Figure 1. Placement by cell class (run 1).
Fill, decap, tap and diode cells in grey.
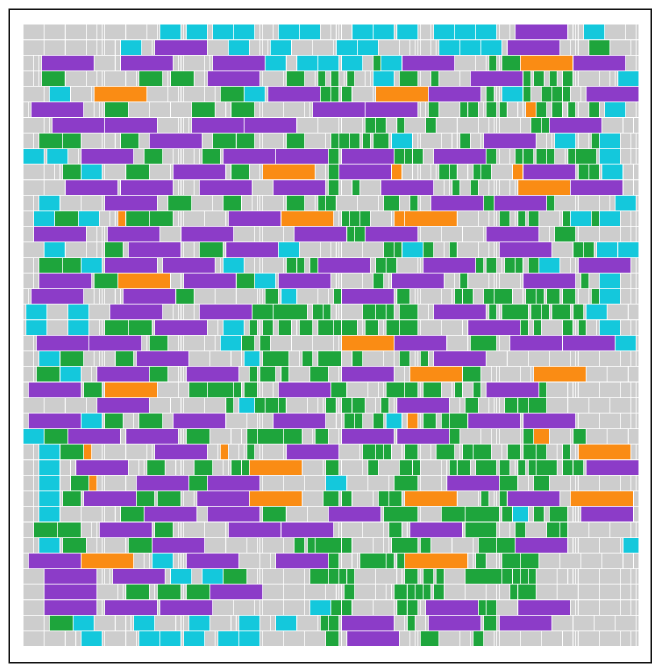
Figure 2. Signal metal coverage by tile (run 1).
Scale bar: 20 um. The die is cut into 22 by 23 equal tiles; dark blue is low, red is high, scaled to the fullest tile. Values are wire area over tile area, all layers added.
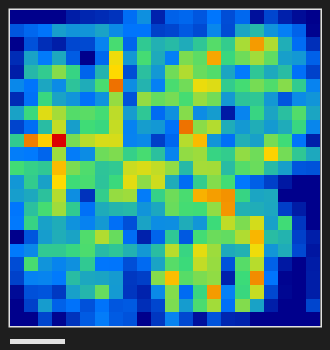
Figure 3. The clock network (run 1).
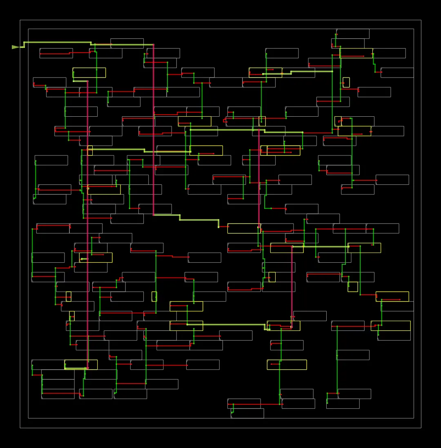
`config.mk`:
```
export PLATFORM = sky130hd
export DESIGN_NAME = panel_host_bridge
export DESIGN_NICKNAME = d
export VERILOG_FILES = /design/src/rtl/panel_host_pkg.sv /design/src/rtl/panel_resp_ser.sv /design/src/rtl/panel_host_bridge.sv
export SDC_FILE = /design/constraint.sdc
export NUM_CORES = 1
export LEC_CHECK = 0
export CORE_AREA = 2 2 110 112
export CTS_CLUSTER_DIAMETER = 40
export DETAILED_ROUTE_END_ITERATION = 6
export DIE_AREA = 0 0 112 114
export HOLD_SLACK_MARGIN = 0.03
export PLACE_DENSITY_LB_ADDON = 0.05
export SLEW_MARGIN = 20
export SYNTH_ARGS = -nofsm -noshare
export SYNTH_HDL_FRONTEND = slang
export SYNTH_SLANG_ARGS = --single-unit
export TNS_END_PERCENT = 20
```
`constraint.sdc`:
```
create_clock -name i_clk -period 5.2 [get_ports i_clk]
set_input_delay 0.78 -clock i_clk [delete_from_list [all_inputs] [get_ports i_clk]]
set_output_delay 0.78 -clock i_clk [all_outputs]
set_load 0.05 [all_outputs]
```
`src/rtl/panel_host_pkg.sv`:
```
// Shared opcodes, response bytes and command-FSM states for the panel host bridge.
// No logic of its own.
// No flow control of its own.
package panel_host_pkg;

    localparam logic [1:0] OP_READ  = 2'b00;
    localparam logic [1:0] OP_WRITE = 2'b01;
    localparam logic [1:0] OP_SYNC  = 2'b10;

    localparam logic [7:0] RSP_ACK  = 8'h06;
    localparam logic [7:0] RSP_SYNC = 8'hA5;
    localparam logic [7:0] RSP_NAK  = 8'h15;

    typedef enum logic [2:0] {
        ST_IDLE,
        ST_WDATA,
        ST_BUS_RD,
        ST_BUS_WR,
        ST_TX
    } state_t;

endpackage

```
`src/rtl/panel_resp_ser.sv`:
```
// Response serializer: loads a 1- or 4-byte response and emits it MSB first.
// Latency: first byte is valid the cycle after the load.
// Backpressure: each byte is held until tx_ready; o_done flags the edge the last byte goes.
module panel_resp_ser (
    input  logic        i_clk,
    input  logic        i_rst_n,
    input  logic        i_ld,
    input  logic [31:0] i_ld_word,
    input  logic        i_ld_four,
    output logic [7:0]  o_tx_data,
    output logic        o_tx_valid,
    input  logic        i_tx_ready,
    output logic        o_done
);

    logic [31:0] r_sh;
    logic [2:0]  r_cnt;
    logic        r_vld;
    logic        w_take;

    assign w_take     = r_vld && i_tx_ready;
    // Combinational so the command FSM can reach IDLE on the same edge.
    assign o_done     = w_take && (r_cnt == 3'd1);
    assign o_tx_data  = r_sh[31:24];
    assign o_tx_valid = r_vld;

    always_ff @(posedge i_clk or negedge i_rst_n) begin
        if (!i_rst_n) begin
            r_sh  <= '0;
            r_cnt <= '0;
            r_vld <= 1'b0;
        end else if (i_ld) begin
            r_sh  <= i_ld_four ? i_ld_word : {i_ld_word[7:0], 24'h0};
            r_cnt <= i_ld_four ? 3'd4 : 3'd1;
            r_vld <= 1'b1;
        end else if (w_take) begin
            r_sh  <= {r_sh[23:0], 8'h0};
            r_cnt <= r_cnt - 3'd1;
            if (r_cnt == 3'd1) begin
                r_vld <= 1'b0;
            end
        end
    end

endmodule

```
`src/rtl/panel_host_bridge.sv`:
```
// Byte-stream host to Avalon-MM master for the 32-word front-panel register file.
// Latency: READ strobe 1 cycle after the command byte, response 1 cycle after waitrequest drops.
// Backpressure: rx_ready only in IDLE/WDATA; strobes held through waitrequest; tx held until taken.
module panel_host_bridge
    import panel_host_pkg::*;
#(
    parameter logic [23:0] TIMEOUT = 24'd1000000
) (
    input  logic        i_clk,
    input  logic        i_rst_n,
    input  logic [7:0]  i_rx_data,
    input  logic        i_rx_valid,
    output logic        o_rx_ready,
    output logic [7:0]  o_tx_data,
    output logic        o_tx_valid,
    input  logic        i_tx_ready,
    output logic [4:0]  o_m_address,
    output logic        o_m_read,
    output logic        o_m_write,
    output logic [31:0] o_m_writedata,
    input  logic [31:0] i_m_readdata,
    input  logic        i_m_waitrequest
);

    state_t      r_state;
    logic [23:0] r_wbuf;
    logic [1:0]  r_bcnt;
    logic [23:0] r_tmo;

    logic        w_rx_fire;
    logic [1:0]  w_op;
    logic        w_ld;
    logic [31:0] w_ld_word;
    logic        w_ld_four;
    logic        w_done;

    assign o_rx_ready = (r_state == ST_IDLE) || (r_state == ST_WDATA);
    assign w_rx_fire  = i_rx_valid && o_rx_ready;
    assign w_op       = i_rx_data[7:6];

    always_comb begin
        w_ld      = 1'b0;
        w_ld_word = {24'h0, RSP_NAK};
        w_ld_four = 1'b0;
        case (r_state)
            ST_IDLE: begin
                if (w_rx_fire && (w_op != OP_READ) && (w_op != OP_WRITE)) begin
                    w_ld      = 1'b1;
                    w_ld_word = {24'h0, (w_op == OP_SYNC) ? RSP_SYNC : RSP_NAK};
                end
            end
            ST_BUS_RD: begin
                if (!i_m_waitrequest) begin
                    w_ld      = 1'b1;
                    w_ld_word = i_m_readdata;
                    w_ld_four = 1'b1;
                end
            end
            ST_BUS_WR: begin
                if (!i_m_waitrequest) begin
                    w_ld      = 1'b1;
                    w_ld_word = {24'h0, RSP_ACK};
                end
            end
            default: ;
        endcase
    end

    always_ff @(posedge i_clk or negedge i_rst_n) begin
        if (!i_rst_n) begin
            r_state       <= ST_IDLE;
            r_wbuf        <= '0;
            r_bcnt        <= '0;
            r_tmo         <= '0;
            o_m_address   <= '0;
            o_m_read      <= 1'b0;
            o_m_write     <= 1'b0;
            o_m_writedata <= '0;
        end else begin
            case (r_state)
                ST_IDLE: begin
                    if (w_rx_fire) begin
                        case (w_op)
                            OP_READ: begin
                                o_m_address <= i_rx_data[4:0];
                                o_m_read    <= 1'b1;
                                r_state     <= ST_BUS_RD;
                            end
                            OP_WRITE: begin
                                o_m_address <= i_rx_data[4:0];
                                r_wbuf      <= '0;
                                r_bcnt      <= '0;
                                r_tmo       <= '0;
                                r_state     <= ST_WDATA;
                            end
                            default: r_state <= ST_TX;
                        endcase
                    end
                end
                ST_WDATA: begin
                    // An accepted byte wins over a timeout expiring on the same edge.
                    if (w_rx_fire) begin
                        r_tmo  <= '0;
                        r_wbuf <= {r_wbuf[15:0], i_rx_data};
                        r_bcnt <= r_bcnt + 2'd1;
                        if (r_bcnt == 2'd3) begin
                            o_m_writedata <= {r_wbuf, i_rx_data};
                            o_m_write     <= 1'b1;
                            r_state       <= ST_BUS_WR;
                        end
                    end else if (r_tmo == TIMEOUT - 24'd1) begin
                        r_tmo   <= '0;
                        r_state <= ST_IDLE;
                    end else begin
                        r_tmo <= r_tmo + 24'd1;
                    end
                end
                ST_BUS_RD: begin
                    if (!i_m_waitrequest) begin
                        o_m_read <= 1'b0;
                        r_state  <= ST_TX;
                    end
                end
                ST_BUS_WR: begin
                    if (!i_m_waitrequest) begin
                        o_m_write <= 1'b0;
                        r_state   <= ST_TX;
                    end
                end
                ST_TX: begin
                    if (w_done) begin
                        r_state <= ST_IDLE;
                    end
                end
                default: r_state <= ST_IDLE;
            endcase
        end
    end

    panel_resp_ser u_ser (
        .i_clk      (i_clk),
        .i_rst_n    (i_rst_n),
        .i_ld       (w_ld),
        .i_ld_word  (w_ld_word),
        .i_ld_four  (w_ld_four),
        .o_tx_data  (o_tx_data),
        .o_tx_valid (o_tx_valid),
        .i_tx_ready (i_tx_ready),
        .o_done     (w_done)
    );

endmodule

```
==> ci_impl_report.md, run 1 <==
## Implementation flow summary

| Metric | Value |
|---|---|
| R2R Path End | u_ser.r_sh[21] |
| CTS tree | built |
| Clock Root Buffer | clkbuf_16 |
| Core footprint | 11,700 um2 |
| Diode count | 0 |
| Finished Core Util | 61.2% |
| Worst path slowest cell | clkdlybuf4s50_1 |
| Crit-path cells | nor2_1, clkdlybuf4s50_1 |
| Remaining Overflow, GRT | 0 |
| Register area | 3200 um2 |
| Fmax | 332 MHz |
| Crit path launch | r_state[2] |
| Hold_ws | 0.332 ns |
| Syn_area_per_cell | 11.1 um2 |
| Worst slack at placement | 2.03 ns |
| Worst reg-to-reg path cell count | 5 |
| Status | completed |
| Crit path DAT | 2.23 ns |
| HP Class | in -> async |
| IO Pins | 94 |
| Sequential share of power | 36.5% |
| NetSw | 1.67 mW |
| Async S/R FF share, synth | 100% |
| Final Net Count | 644 |
| Post-synth seq share | 56.4% |
| Setup TNS Final | 0 ns |
| Post-cts resize count | 0 |
| Flop2flop setup slack | 2.68 ns |
| Top cells excl fill/tap | dfrtp_1, clkdlybuf4s50_1, nand2_1 |
| CP Depth | 2 |
| H-tree depth | 4 |
| # Cells Yosys | 512 |
| Port Buf Inserts | 93 |
| Vias/cell | 5.60 |
| Hold bufs inserted after CTS | 0 |
| Crit path time final | 3.01 ns |
| Power Sequential | 1.57 mW |
| Power density over cell area | 599 nW/um2 |
| Gate Area | 2240 um2 |
| Non-filler cells, final | 752 |
## Picture notes: Figure 1
Key: other buffers and delay cells = cyan [cells 98, share of their area 14%]; flops = purple [cells 128, share of their area 46%]; clock drivers and dummy loads = orange [cells 29, share of their area 7.6%]; combinational and other logic = green [cells 350, share of their area 33%]

## Picture notes: Figure 2
The mean over all tiles is 0.16. 6.5% of the tiles are nearly empty. 28% of the tiles are over half the peak. The fullest tile reaches 0.45.

## Picture notes: Figure 3
# clk buffers: 21
insertion delay to the later sink of the worst-skew pair: 0.42 ns

-- run 1: routing by layer --
metal / GRT usage (%) / vias to the layer above / part of all wire, %
met5: 0 / - / 0
met4: 8.70 / 0 / 1.5
met3: 6.96 / 13 / 5.0
met2: 35.0 / 77 / 49
met1: 28.2 / 2125 / 44
li1: - / 1999 / -
-- run 1: cell usage after synthesis (3+ instances only) --
cell type  number  area share [%]
or3_1           6            0.66
inv_1          11            0.73
nand2b_1        4            0.44
mux2_2         37             7.3
ha_1            4            0.88
mux2i_1         3            0.53
buf_2           8            0.71
nor4_1          4            0.44
a22o_1         35             5.4
a31oi_1         6            0.66
and4_1          4            0.62
xor2_1          5            0.77
nand2_1        46             3.0
clkbuf_1       13            0.86
a21oi_1        37             3.3
dfrtp_1       128              56
o21ai_1         5            0.44
nand3_1        13             1.1
and3_1          4            0.44
nor2_1         41             2.7
nand4_1         4            0.44
nor3_1          4            0.35
o21ai_0        41             3.6
buf_4           9             1.2
-- run 1: worst register-to-register path, cell delays in order (launching register included) --
cell and delay (ns):
dfrtp_1 0.64, nand4bb_1 0.22, a21o_1 0.57, nand2_1 0.60
nor2_1 0.28, a21oi_1 0.07
-- run 1: logic make-up (layout without fill, tap and decap cells) --
family	after synthesis	count (layout)	synth area share, %
buffers and inverters	45	138	4.17
AOI/OAI and AO/OA	140	140	15.8
xor gates and xnor gates	6	6	0.926
DFF	128	128	56.4
adders and majority gates	4	4	0.882
and+or+nand+nor	149	149	13.9
muxes	40	40	7.87
-- run 1: final cells by class --
cell class | count | share of cell area [%]
inverters | 11 | 0.576
well taps | 147 | 2.57
multi-input cells | 339 | 31.3
clock inverters | 8 | 1.29
clock buffers | 21 | 6.14
flip-flops and latches | 128 | 44.7
repair buffers | 98 | 13.5
Figure 4. M1 wires (run 1).
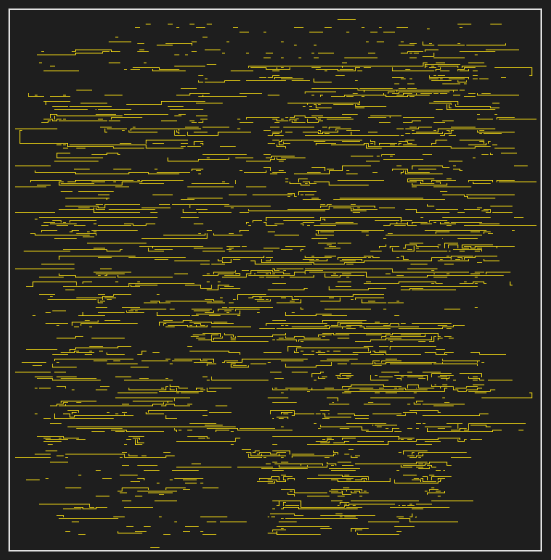

==> inputs of run 2 (changes only) <==
--- a/config.mk
+++ b/config.mk
@@ -5,10 +5,10 @@
 export SDC_FILE = /design/constraint.sdc
 export NUM_CORES = 1
 export LEC_CHECK = 0
-export CORE_AREA = 2 2 110 112
+export CORE_AREA = 2 2 112 114
 export CTS_CLUSTER_DIAMETER = 40
 export DETAILED_ROUTE_END_ITERATION = 6
-export DIE_AREA = 0 0 112 114
+export DIE_AREA = 0 0 114 116
 export HOLD_SLACK_MARGIN = 0.03
 export PLACE_DENSITY_LB_ADDON = 0.05
 export SLEW_MARGIN = 20
==> constraint.sdc (replaced) <==
create_clock -name i_clk -period 2.65 [get_ports i_clk]
set_input_delay 0.3975 -clock i_clk [delete_from_list [all_inputs] [get_ports i_clk]]
set_output_delay 0.3975 -clock i_clk [all_outputs]
set_load 0.05 [all_outputs]
Figure 5. M1 wires (run 2).
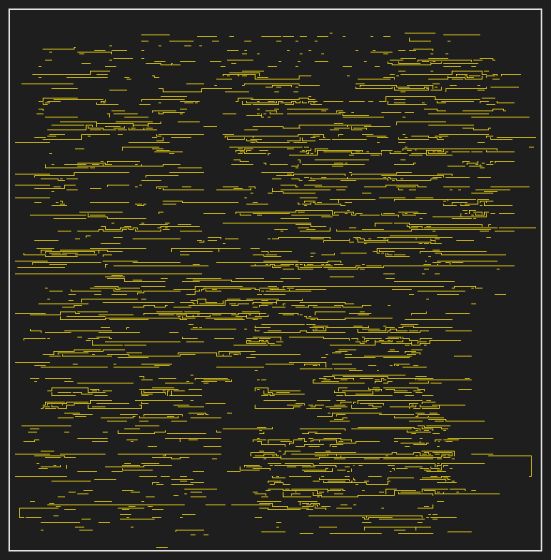
The longest straight run is 40.0 um. The wires run mostly horizontal. The layer carries 5,900 um of wire. 603 nets have wire on it. The layer holds 45% of the routed length.

==> ci_impl_report.md, run 2 <==
## Implementation flow summary

| Metric | Value |
|---|---|
| Remaining Overflow, GRT | 0 (unchanged) |
| # Cells Yosys | 512 (unchanged) |
| Flops after synth | 128 |
| Top-area cell type share of the netlist area | 56.4% (unchanged) |
| Finished Core Util | 62.6% (+1.4 points) |
| H-tree depth | 4 (unchanged) |
| Non-filler cells, final | 778 (+3.5%) |
| Diode count | 0 (unchanged) |
| Largest cells by area | dfrtp_1, mux2_2, a22o_1 |
| DP Cell Count | 745 |
| Most common cell in the synthesized netlist | dfrtp_1 |
| CTS tree | built |
| HP Class | reg -> reg |
| Global-route usage over all layers | 21.3% |
| Post-synth seq share | 56.4% (unchanged) |
| Worst reg-to-reg path cell count | 5 (unchanged) |
| Port Buf Inserts | 93 (unchanged) |
| IO Pins | 94 (unchanged) |
| Worst slack at placement | 0.344 ns (-1.69 ns) |
| Crit path time final | 2.42 ns |
| Initial Util | 47.6% |
| Final wirelength | 13,100 um |
| Flop2flop setup slack | 0.60 ns (-2.08 ns) |
| Clock transition at path regs | 0.05 ns |
| Crit-path cells | nor2_1, clkdlybuf4s50_1 |
| CP Depth | 2 (unchanged) |
| P_leak | 3.35 nW |
| Worst path slowest cell | clkdlybuf4s50_1 |
| CTS buffer count | 17 |
| Setup TNS Final | 0 ns (unchanged) |
| Async S/R FF share, synth | 100% (unchanged) |
| Crit path DAT | 2.03 ns (-0.20 ns) |
| Hold_ws | 0.459 ns (+0.128 ns) |
| CTS Buffer Depth | 2 |
| Syn_area_per_cell | 11.1 um2 (unchanged) |
| Clock Root Buffer | clkbuf_16 |
| R2R Path End | r_tmo[9] |
| Status | completed |
| Top cells excl fill/tap | dfrtp_1, clkdlybuf4s50_1, nand2_1 |
| Max-Cap Viols | 0 |
| Insertion delay to the later sink of the worst-skew pair | 0.42 ns (about the same) |
| Final Net Count | 667 (+3.6%) |
| Power density over cell area | 1190 nW/um2 (+98%) |
| Vias/cell | 5.45 (-2.7%) |
| Fmax | 413 MHz |
| Cell accounting for the most synthesized area | dfrtp_1 |
| Post-synth top cells | dfrtp_1, nand2_1, nor2_1, o21ai_0 |
| Core footprint | 11,900 um2 (+1.7%) |
Figure 6. M3 wires (run 2).
Scale bar: 20 um.
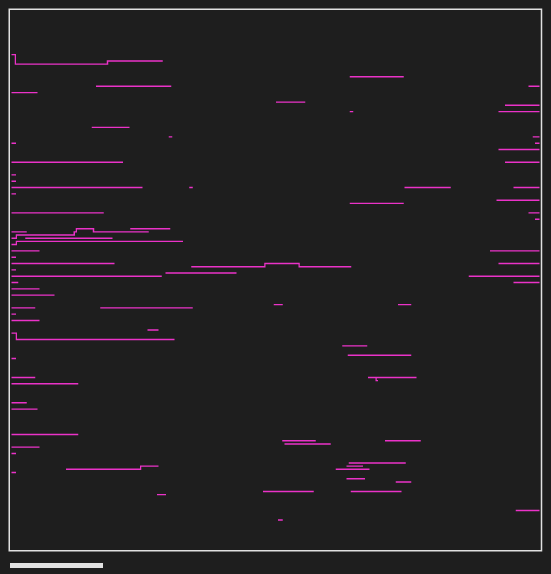
The longest straight run is 35.7 um. 64 nets have wire on it.

run 2: cell counts after synthesis:
No cell type changed its count.
run 2: layout make-up:
type / instances / area (um2)
clock buffers: 24 / 492
clock inverters: 8 / 128
fillers: 977 / 4460
inverters: 11 / 41.3
multi-input cells: 339 / 2240
flip-flops and latches: 128 / 3200
well taps: 147 / 184
repair buffers: 121 / 1170
run 2: worst max-delay path by stage:
stage / start / end / slack (ns)
final: r_state[2] / o_rx_ready / 0.23
after global placement: i_rx_valid / r_tmo[17] / 0.40
after detailed placement: i_rx_valid / r_tmo[9] / 0.34
after floorplan: r_state[1] / r_wbuf[10] / 0.41
after global routing: r_state[2] / o_rx_ready / 0.15
after CTS: r_state[2] / o_rx_ready / 0.22
run 2: layer usage:
metal / track usage [%] / part of all wire, % / vias to the layer above
met2: 33.1 / 47 / 102
met4: 9.02 / 2.0 / 0
met3: 6.43 / 5.7 / 21
met1: 27.9 / 45 / 2069
met5: 0 / 0 / -
li1: - / - / 2050
run 2: timing repair:
item,CTS,global route
endpoints found under the setup margin,0,0
hold endpoints to repair,7,0
resized,0,0
hold buffers,1,0
run 2: logic make-up after synthesis:
logic type	after synthesis	share of synthesized area, %
DFF	128	56.4
adders and majority gates	4	0.882
buffers and inverters	45	4.17
and+or+nand+nor	149	13.9
muxes	40	7.87
xor gates and xnor gates	6	0.926
AOI/OAI and AO/OA	140	15.8
run 2: tightest hold or removal path, cell delays in order, from the launching register on:
cell and delay (ns):
dfrtp_1 0.33, nand2_1 0.05, nand2_1 0.05
run 2: report_power, final:
group          total, mW  internal (mW)  switching (mW)  leakage (nW)
clock network       2.41           1.58           0.835         0.297
logic               3.39           1.33            2.06          1.38
registers           3.03           2.61           0.426          1.68
total               8.84           5.51            3.33          3.35
Figure 7. Signal metal coverage by tile (run 2).
Scale bar: 20 um. The die is cut into 23 by 23 equal tiles; dark blue is low, red is high, scaled to the fullest tile. Values are wire area over tile area, all layers added.
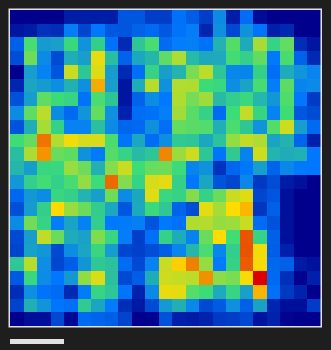

==> inputs of run 3 (changes only) <==
--- a/config.mk
+++ b/config.mk
@@ -5,10 +5,10 @@
 export SDC_FILE = /design/constraint.sdc
 export NUM_CORES = 1
 export LEC_CHECK = 0
-export CORE_AREA = 2 2 112 114
-export CTS_CLUSTER_DIAMETER = 40
+export CORE_AREA = 2 2 110 112
+export CTS_CLUSTER_DIAMETER = 120
 export DETAILED_ROUTE_END_ITERATION = 6
-export DIE_AREA = 0 0 114 116
+export DIE_AREA = 0 0 112 114
 export HOLD_SLACK_MARGIN = 0.03
 export PLACE_DENSITY_LB_ADDON = 0.05
 export SLEW_MARGIN = 20
==> constraint.sdc (replaced) <==
create_clock -name i_clk -period 2.84 [get_ports i_clk]
set_input_delay 0.426 -clock i_clk [delete_from_list [all_inputs] [get_ports i_clk]]
set_output_delay 0.426 -clock i_clk [all_outputs]
set_load 0.05 [all_outputs]
Figure 8. Signal metal coverage by tile (run 3).
Scale bar: 20 um. The die is cut into 22 by 23 equal tiles; dark blue is low, red is high, scaled to the fullest tile. Values are wire area over tile area, all layers added.
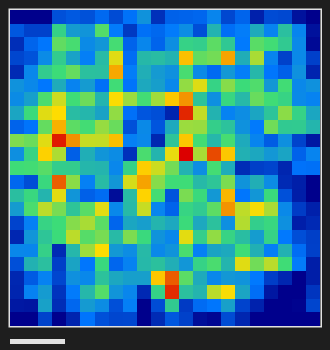
The mean over all tiles is 0.16. The fullest tile reaches 0.45. 25% of the tiles are over half the peak.

Figure 9. The clock network (run 3).
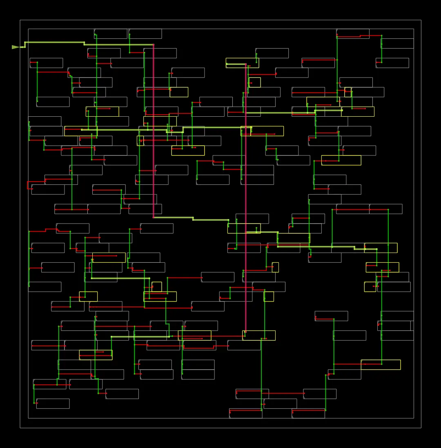
skew final: 0.00905 ns
insertion delay to the later sink of the worst-skew pair: 0.41 ns
# clk buffers: 19

==> ci_impl_report.md, run 3 <==
## Implementation flow summary

| Metric | Value |
|---|---|
| Sequential share of power | 35.9% (+1.6 points) |
| Routed met1 length | 5730 um (-2.9%) |
| NetSw | 3.09 mW (-7.2%) |
| Top cells excl fill/tap | dfrtp_1, clkdlybuf4s50_1, nand2_1 |
| Switching part of the total power | 38.5% (+0.86 points) |
| Top Metal Used | met4 |
| Routing usage on met2 | 34.7% (+1.6 points) |
| Compound-Gate Fraction of Synth Area | 15.8% (unchanged) |
| Clock transition at path regs | 0.05 ns (about the same) |
| Status | completed |
| Crit path DAT | 2.11 ns (+0.08 ns) |
| MUX share of area | 7.87% (unchanged) |
| DP Cell Count | 734 (-1.5%) |
| Top-area cell type share of the netlist area | 56.4% (unchanged) |
| Setup TNS Final | 0 ns (unchanged) |
| H-tree depth | 4 (unchanged) |
| CTS Buffer Depth | 2 (unchanged) |
| Crit path time final | 2.54 ns |
| Final Net Count | 656 (-1.6%) |
| Post-synth top cells | dfrtp_1, nand2_1, nor2_1, o21ai_0 |
-- run 3: cell counts after synthesis --
No cell type changed its count.
-- run 3: layout make-up --
type	count	area (um2)
inverter	11	41.3
fill	977	4390
tap	147	184
multi-input combinational	339	2240
timing repair buffer	110	1080
clock inverter	10	115
sequential	128	3200
clock buffer	19	453
-- run 3: critical path, cell delays in order, from the launching register on --
cell	delay, ns
dfrtp_1	0.54
nor2_1	0.17
buf_4	0.15
clkdlybuf4s50_1	0.85
-- run 3: worst paths after layout --
| check | from | end | slack, ns | cells after the start |
|---|---|---|---|---|
| setup / recovery | r_state[2] | o_rx_ready | 0.30 | 3 |
| hold / removal | u_ser.r_sh[5] | u_ser.r_sh[5] | 0.46 | 2 |
| setup reg to reg | r_state[0] | r_tmo[17] | 0.75 | 5 |
| min in group asynchronous | i_rst_n | r_tmo[12] | 0.54 | 2 |
| hold reg to reg | u_ser.r_sh[5] | u_ser.r_sh[5] | 0.46 | 2 |
| max in group asynchronous | i_rst_n | o_m_writedata[1] | 1.50 | 3 |
-- run 3: logic make-up (layout without fill, tap and decap cells) --
group | after synthesis | after routing
buffers and inverters | 45 | 150
adders and majority gates | 4 | 4
and+or+nand+nor | 149 | 149
AOI/OAI and AO/OA | 140 | 140
DFF | 128 | 128
xor gates and xnor gates | 6 | 6
muxes | 40 | 40
-- run 3: power groups by stage --
stage	Clock [mW]	Sequential (mW)	Combinational [mW]
finish	2.08	2.88	3.06
global route	2.22	2.95	3.30
CTS	2.13	2.88	3.09
detailed placement	0	2.89	3.07
global placement	0	2.88	3.03
floorplan	0	3.40	1.60
-- run 3: repair_timing --
item | in CTS | in global routing
hold buffers | 1 | 0
hold endpoints to repair | 37 | 0
gates resized | 0 | 0
setup buffers | 0 | 0
No activity file was given, so power comes from the tool's default toggle rates.
